**Run 1: signal metal coverage by tile**

(4 px per um) The die is cut into 13 by 15 equal tiles; white is low, dark blue is high, scaled to the fullest tile. Values are wire area over tile area, all layers added.
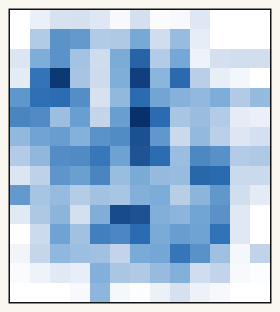
**Run 1: clock distribution**

(6 px per um)
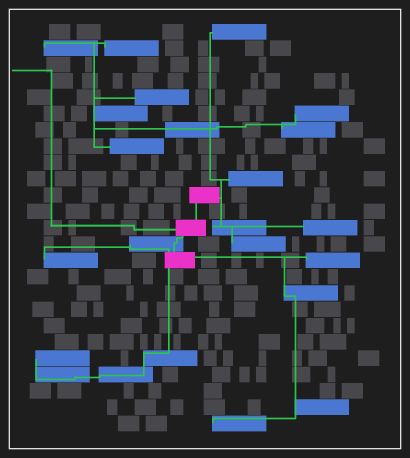
**Run 1: routing congestion**

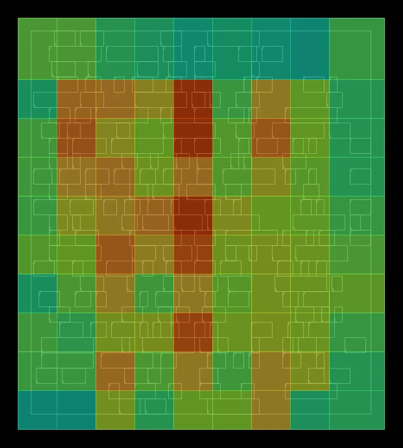
**Run 1: nets reached from selected ports**

(6 px per um)
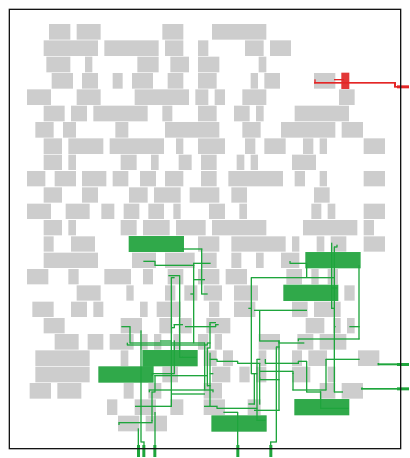
==> config.mk <==
export PLATFORM = sky130hd
export DESIGN_NAME = jtdsp16_do_loop_flat
export DESIGN_NICKNAME = d
export VERILOG_FILES = /design/src/rtl/jtdsp16_do_loop_if.sv /design/src/rtl/jtdsp16_do_loop.sv /design/src/flat_wrapper.sv
export SDC_FILE = /design/constraint.sdc
export NUM_CORES = 1
export LEC_CHECK = 0
export CELL_PAD_IN_SITES_DETAIL_PLACEMENT = 1
export CELL_PAD_IN_SITES_GLOBAL_PLACEMENT = 1
export CORE_AREA = 2 2 63 71
export CTS_CLUSTER_SIZE = 16
export DETAILED_ROUTE_END_ITERATION = 12
export DIE_AREA = 0 0 65 73
export PLACE_DENSITY_LB_ADDON = 0.1
export SYNTH_ARGS = -nofsm -noshare
export SYNTH_HDL_FRONTEND = slang
export SYNTH_SLANG_ARGS = --single-unit
==> constraint.sdc <==
create_clock -name clk -period 2.5 [get_ports clk]
set_input_delay 0.75 -clock clk [delete_from_list [all_inputs] [get_ports clk]]
set_output_delay 0.75 -clock clk [all_outputs]
set_load 0.02 [all_outputs]
==> CHANGELOG.md <==
## Flow update

- Cell Type Count: 39
- Comb power: 0.00149 W
- Fmax: 400 MHz
- Failing checks: setup timing
- Sequential Area: between 500 and 600 sq um
- Post-cts sizing count: ~56
- Netlist Area Pre-Place: 1280 sq um
- TritonCTS clock tree: yes
- Vias per inst: 5.02
- Worst-path cell chain: dlygate4sd2_1 -> nor3_2 -> a32oi_2 -> buf_4 -> and3_1 -> buf_6
- Slowest cell delay on critical path: 0.26 ns
- Core area: slightly above 4000 sq um
- Final Cycle Share: 100%
- Switching share of power: a little over two fifths
- Max Cap Viol: 0
- Wl on met1: 1.82 mm
- Cell Int Power: roughly 0.0014 W
- Cell Rows: 25
- WL met2: 2.03 mm
- CP max-delay cell: dlygate4sd2_1
- Tap Cells: 54
- ClkCell Share: 2.30%
- Yosys xor share: 3.41%
- Worst path arrival time: 1.75 ns
- Setup WS post-layout: -0.000783 ns
- Avg Cell Area, Syn: a little under 10 sq um
- Cell area after layout: 2010 sq um
- Hold path depth: 2
- Endpoint class of the critical path: output port
- Total length of routed met3 wires: 199 um
- Count of non-CTS inverters in the layout: 11
- Fin crit period: 2.50 ns
- Area contributors post-synth: dfrtp_1, mux2_2, nand2_1, inv_1, o21ai_0
- Top Layer Used: met4
- Met2 usage: 30.8%
- Sink Count: 23
- Mi-comb count: 94
- Critical path depth in cells: 6
- Worst Tran Pin Value: 0.350 ns
- Final setup fails: 1
- Antenna violations before repair: 0
- Syn nets: roughly 150
- Status: finished, violations left
- GRT met3 Usage: 3.55%
About 'signal metal coverage by tile':
densest ninth of the die = center
emptiest ninth of the die = upper right
tiles over half the peak = 29%
nearly empty tiles = 9.7%
fullest tile = 0.37
mean over tiles = 0.13
Total GRT Usage: 18.4%
routed via count: 1274
average wire per standard cell: 16.0 um

About 'clock distribution':
clock wires -> green  # length 339 um
flip-flops -> blue  # count 23
cells driving clock nets -> magenta  # count 3
routed clock nets = 4
clock power share: 10.0%
clk latency late pin: 0.26 ns
Worst Skew: 0.00163 ns

About 'routing congestion':
met1 Usage GRT: 24.5%
Finished Core Util: 49.0%

About 'nets reached from selected ports':
dl_debug_cnt -> green  # bits 7, direction output, edge 5 bottom, 2 right, end cells 7, buffers 13, wire 499 um
rst -> red  # bits 1, direction input, edge right, end cells 1, buffers 1, wire 16.5 um
Ports: 45
PortBufs: 44

No activity file was given, so power comes from the tool's default toggle rates.
